### src/rtl/traffic_pkg.sv
// Shared types and helpers for the N-approach traffic phase controller.
package traffic_pkg;

  typedef enum logic [1:0] {
    PH_GREEN  = 2'b00,
    PH_YELLOW = 2'b01,
    PH_ALLRED = 2'b10
  } phase_t;

  localparam int unsigned LAMP_G = 0;
  localparam int unsigned LAMP_Y = 1;
  localparam int unsigned LAMP_R = 2;

  function automatic int unsigned dir_w(input int unsigned n);
    return (n < 2) ? 1 : $clog2(n);
  endfunction

  // Exactly one lamp of the triplet is lit; only the phase owner leaves red.
  function automatic logic [2:0] lamp_triplet(input phase_t ph, input logic owner);
    logic [2:0] t;
    t = '0;
    if (owner && ph == PH_GREEN)       t[LAMP_G] = 1'b1;
    else if (owner && ph == PH_YELLOW) t[LAMP_Y] = 1'b1;
    else                               t[LAMP_R] = 1'b1;
    return t;
  endfunction

endpackage

### src/rtl/traffic_phase_timer.sv
// Phase timer: tick prescaler, shadowed time values and saturating elapsed-tick counter.
module traffic_phase_timer #(
  parameter int unsigned TIME_W   = 4,
  parameter int unsigned TICK_DIV = 1
) (
  input  logic              clock,
  input  logic              reset,
  input  logic              i_load,
  input  logic              i_sample,
  input  logic [TIME_W-1:0] i_time_a,
  input  logic [TIME_W-1:0] i_time_b,
  output logic              o_done_a,
  output logic              o_done_b
);

  localparam int unsigned       PW       = (TICK_DIV > 1) ? $clog2(TICK_DIV) : 1;
  localparam logic [PW-1:0]     PRE_LAST = PW'(TICK_DIV - 1);
  localparam logic [TIME_W-1:0] SAT      = '1;

  logic [PW-1:0]     r_pre;
  logic [TIME_W-1:0] r_elapsed;
  logic [TIME_W-1:0] r_time_a;
  logic [TIME_W-1:0] r_time_b;
  logic              w_tick;
  logic [TIME_W-1:0] w_elapsed_nx;
  logic [TIME_W-1:0] w_lim_a;
  logic [TIME_W-1:0] w_lim_b;

  // Done compares include the tick landing this cycle, so a value of N lasts N ticks.
  always_comb begin
    w_tick       = (r_pre == PRE_LAST);
    w_elapsed_nx = (w_tick && r_elapsed != SAT) ? r_elapsed + 1'b1 : r_elapsed;
    w_lim_a      = (r_time_a == '0) ? TIME_W'(1) : r_time_a;
    w_lim_b      = (r_time_b == '0) ? TIME_W'(1) : r_time_b;
    o_done_a     = (w_elapsed_nx >= w_lim_a);
    o_done_b     = (w_elapsed_nx >= w_lim_b);
  end

  always_ff @(posedge clock or posedge reset) begin
    if (reset) begin
      r_pre     <= '0;
      r_elapsed <= '0;
      r_time_a  <= '0;
      r_time_b  <= '0;
    end else begin
      if (i_load || i_sample) begin
        r_time_a <= i_time_a;
        r_time_b <= i_time_b;
      end
      if (i_load) begin
        r_pre     <= '0;
        r_elapsed <= '0;
      end else begin
        r_pre     <= w_tick ? '0 : r_pre + 1'b1;
        r_elapsed <= w_elapsed_nx;
      end
    end
  end

endmodule

### src/rtl/traffic_phase_controller.sv
// N-approach traffic phase controller: sensor sync, demand latches, phase FSM,
// round-robin approach selection and registered lamp decode.
module traffic_phase_controller
  import traffic_pkg::*;
#(
  parameter int unsigned NUM_DIR  = 2,
  parameter int unsigned TIME_W   = 4,
  parameter int unsigned TICK_DIV = 1
) (
  input  logic                        clock,
  input  logic                        reset,
  input  logic [NUM_DIR-1:0]          car_async,
  input  logic [TIME_W-1:0]           time_min,
  input  logic [TIME_W-1:0]           time_max,
  input  logic [TIME_W-1:0]           time_yellow,
  input  logic [TIME_W-1:0]           time_allred,
  output logic [NUM_DIR-1:0]          green,
  output logic [NUM_DIR-1:0]          yellow,
  output logic [NUM_DIR-1:0]          red,
  output logic [dir_w(NUM_DIR)-1:0]   cur_dir,
  output logic [1:0]                  phase
);

  localparam int unsigned DW = dir_w(NUM_DIR);
  typedef logic [DW-1:0] dir_t;

  logic [NUM_DIR-1:0] r_sync1;
  logic [NUM_DIR-1:0] r_sync2;
  logic [NUM_DIR-1:0] r_pend;
  phase_t             r_state;
  dir_t               r_dir;
  logic               r_init;

  phase_t             w_state_nx;
  dir_t               w_dir_nx;
  dir_t               w_pick;
  logic               w_found;
  logic               w_leave;
  logic               w_others;
  logic               w_done_a;
  logic               w_done_b;
  logic [TIME_W-1:0]  w_time_a;
  logic [NUM_DIR-1:0] w_pend_nx;
  logic [NUM_DIR-1:0] w_lamp_g;
  logic [NUM_DIR-1:0] w_lamp_y;
  logic [NUM_DIR-1:0] w_lamp_r;
  logic [2:0]         w_tri;

  // r_init re-samples the time inputs on the first clock after reset.
  traffic_phase_timer #(
    .TIME_W   (TIME_W),
    .TICK_DIV (TICK_DIV)
  ) u_timer (
    .clock    (clock),
    .reset    (reset),
    .i_load   (w_leave),
    .i_sample (r_init),
    .i_time_a (w_time_a),
    .i_time_b (time_max),
    .o_done_a (w_done_a),
    .o_done_b (w_done_b)
  );

  always_comb begin : pick
    int unsigned idx;
    idx     = 0;
    w_pick  = '0;
    w_found = 1'b0;
    for (int unsigned k = 1; k < NUM_DIR; k++) begin
      idx = (32'(r_dir) + k) % NUM_DIR;
      if (!w_found && r_pend[dir_t'(idx)]) begin
        w_found = 1'b1;
        w_pick  = dir_t'(idx);
      end
    end
  end

  always_comb begin
    w_others   = |r_pend[NUM_DIR-1:1];
    w_leave    = 1'b0;
    w_state_nx = r_state;
    w_dir_nx   = r_dir;
    case (r_state)
      PH_GREEN: begin
        if (r_dir == '0) w_leave = w_done_a && w_others;
        else             w_leave = w_done_b || (w_done_a && !r_sync2[r_dir]);
      end
      PH_YELLOW: w_leave = w_done_a;
      PH_ALLRED: w_leave = w_done_a;
      default:   w_leave = 1'b1;
    endcase
    if (w_leave) begin
      case (r_state)
        PH_GREEN:  w_state_nx = PH_YELLOW;
        PH_YELLOW: w_state_nx = PH_ALLRED;
        PH_ALLRED: begin
          w_state_nx = PH_GREEN;
          w_dir_nx   = w_found ? w_pick : '0;
        end
        default: begin
          w_state_nx = PH_GREEN;
          w_dir_nx   = '0;
        end
      endcase
    end
    case (w_state_nx)
      PH_GREEN:  w_time_a = time_min;
      PH_YELLOW: w_time_a = time_yellow;
      default:   w_time_a = time_allred;
    endcase
  end

  // Clear on green entry wins over a same-cycle set.
  always_comb begin
    w_pend_nx = r_pend;
    for (int unsigned i = 0; i < NUM_DIR; i++) begin
      w_pend_nx[i] = (r_pend[i] | (r_sync2[i] & !(r_state == PH_GREEN && r_dir == dir_t'(i))))
                   & !(w_leave && r_state == PH_ALLRED && w_dir_nx == dir_t'(i));
    end
  end

  always_comb begin
    w_lamp_g = '0;
    w_lamp_y = '0;
    w_lamp_r = '0;
    w_tri    = '0;
    for (int unsigned i = 0; i < NUM_DIR; i++) begin
      w_tri       = lamp_triplet(w_state_nx, w_dir_nx == dir_t'(i));
      w_lamp_g[i] = w_tri[LAMP_G];
      w_lamp_y[i] = w_tri[LAMP_Y];
      w_lamp_r[i] = w_tri[LAMP_R];
    end
  end

  always_ff @(posedge clock or posedge reset) begin
    if (reset) begin
      r_sync1 <= '0;
      r_sync2 <= '0;
      r_pend  <= '0;
      r_state <= PH_GREEN;
      r_dir   <= '0;
      r_init  <= 1'b1;
      green   <= NUM_DIR'(1);
      yellow  <= '0;
      red     <= ~NUM_DIR'(1);
    end else begin
      r_sync1 <= car_async;
      r_sync2 <= r_sync1;
      r_pend  <= w_pend_nx;
      r_state <= w_state_nx;
      r_dir   <= w_dir_nx;
      r_init  <= 1'b0;
      green   <= w_lamp_g;
      yellow  <= w_lamp_y;
      red     <= w_lamp_r;
    end
  end

  assign cur_dir = r_dir;
  assign phase   = r_state;

endmodule

### config.mk
export PLATFORM = sky130hd
export DESIGN_NAME = traffic_phase_controller
export DESIGN_NICKNAME = d
export VERILOG_FILES = /design/src/rtl/traffic_pkg.sv /design/src/rtl/traffic_phase_timer.sv /design/src/rtl/traffic_phase_controller.sv
export SDC_FILE = /design/constraint.sdc
export NUM_CORES = 1
export LEC_CHECK = 0
export ABC_AREA = 1
export CAP_MARGIN = 15
export CORE_MARGIN = 2
export CORE_UTILIZATION = 51
export DETAILED_ROUTE_END_ITERATION = 8
export GPL_TIMING_DRIVEN = 0
export PLACE_DENSITY = 0.79
export SLEW_MARGIN = 30
export SYNTH_ARGS = -nofsm -noshare
export SYNTH_HDL_FRONTEND = slang
export SYNTH_SLANG_ARGS = --single-unit
### constraint.sdc
create_clock -name clock -period 3.2 [get_ports clock]
set_input_delay 0.48 -clock clock [delete_from_list [all_inputs] [get_ports clock]]
set_output_delay 0.48 -clock clock [all_outputs]
set_load 0.01 [all_outputs]
==> images/final_placement.png <==
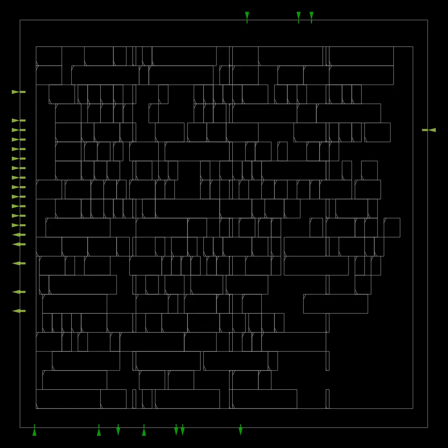
sequential share of cell area: 34.1%
sequential cell count: 25

==> images/cell_classes.png <==
Bar = 20 microns. Fill, decap, tap and diode cells in gray.
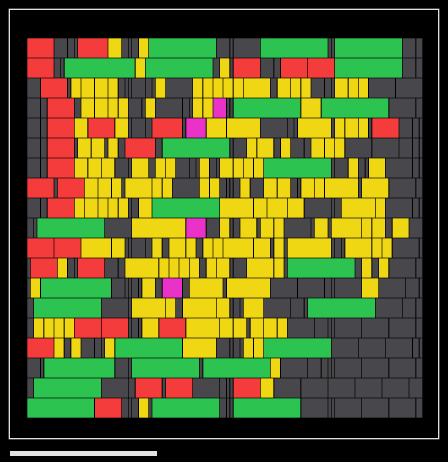
other buffers and delay cells: in red, cells 30. clock drivers and dummy loads: in magenta, cells 4. all other logic: in yellow, cells 152. flip-flops: in green, cells 25.

==> images/met1.png <==
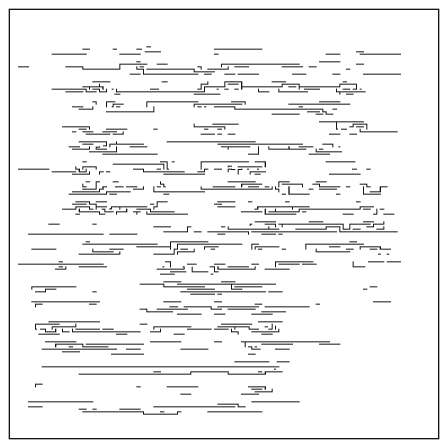
211 nets have wire on it. The longest straight run is 32.2 microns.

==> deck_impl_summary.md <==
Flow Results at a Glance

Detailed routing
  – Routed length on met1: roughly 1.3 mm
  – Final routed wirelength across all metal layers: about 3.0 mm
  – Average detailed-routed wire length per instance: around 12 microns

Finish
  – Highest-count cells in the layout ignoring fill and taps: sky130_fd_sc_hd__nand2_1, sky130_fd_sc_hd__inv_1, sky130_fd_sc_hd__clkdlybuf4s50_1
  – Cell area after layout: ~0.0018 sq mm
  – Net count, final: roughly 240

Setup path
  – Reg2Reg Depth: 20
  – Worst EP required: roughly 3400 ps
  – R2r startpoint: u_timer.r_elapsed[0]
  – Max stage delay cell, worst path: sky130_fd_sc_hd__dfrtp_1
  – Critical path capture point type: flip-flop
  – Critical Path Start Type: flip-flop
  – Cell family contributing the most delay on the critical path: simple AND/OR/NAND/NOR gates
  – Delay of the slowest cell on the worst path: about 460 ps

Global routing
  – Tot GR Track Use: approximately a fifth
  – Global-route met3 utilization: 2.46%
  – M2 GR Usage: between 30% and 40%
  – First-pass GRT wire length: 5.02 mm
  – Initial antenna violation count: 0

Floorplan
  – Number of cell rows: 19
  – I/O pin count: 29

Yosys
  – Per-instance average area after synthesis: about 8.3 sq um
  – Largest logic family: simple AND/OR/NAND/NOR gates
  – Commonest cells in the synthesized netlist: sky130_fd_sc_hd__nand2_1, sky130_fd_sc_hd__inv_1, sky130_fd_sc_hd__nand3_1
  – Cell with the most instances after synthesis: sky130_fd_sc_hd__nand2_1
  – Sequential element share of the synthesized area: a little over two fifths
  – Xor+xnor area frac: 0.584%

CTS
  – Insertion delay of the later-clocked pin in the worst-skew pair: 320 ps

Timing
  – Worst-margin pin slew: 533 ps
  – Share of the clock period used by the worst path: approximately 93%
  – Setup violation total in the final timing report: 0
  – Final number of max-transition violations: 0

Run status
  – Status: complete, no violations

Placement
  – HPWL after DPL: between 2 and 2.5 mm
==> images/gate_families.png <==
Bar = 20 microns.
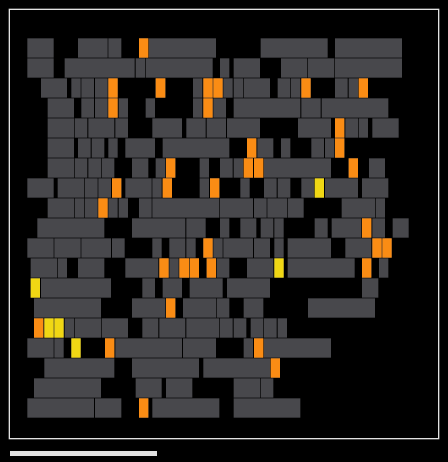
inverters: in orange, cells 35. NOR gates: in yellow, cells 6.

==> images/metal_stack.png <==
Bar = 20 microns.
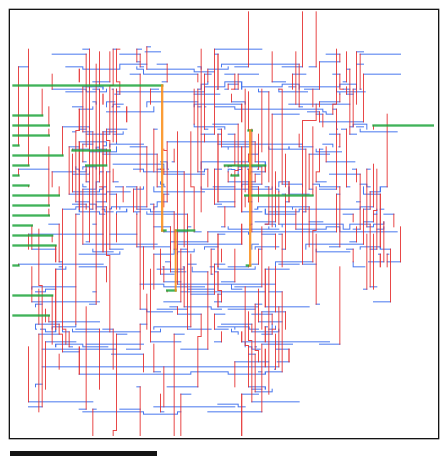
met3: in green, wire length 122 microns. met1: in blue, wire length 1270 microns. met4: in orange, wire length 46.2 microns. met2: in red, wire length 1550 microns.

## how the worst max path moves through the flow
stage | cells after the start | end
floorplan | 20 | u_timer.r_time_a[0]
global placement | 20 | u_timer.r_time_a[2]
detailed placement | 20 | u_timer.r_time_a[0]
CTS | 20 | u_timer.r_time_a[0]
global route | 20 | u_timer.r_time_a[3]
finish | 20 | u_timer.r_time_a[3]
## through the flow
| stage | TNS [ps] |
|---|---|
| floorplan | 0 |
| global placement | 0 |
| detailed placement | 0 |
| CTS | 0 |
| global route | -2.38 |
| finish | 0 |
## state kept, by name (all words and copies together), names as in the netlist, 2 cells and up
register and flops:
u_timer.r_elapsed 4, u_timer.r_time_b 4, green 2, red 2
phase 2, u_timer.r_time_a 4, yellow 2
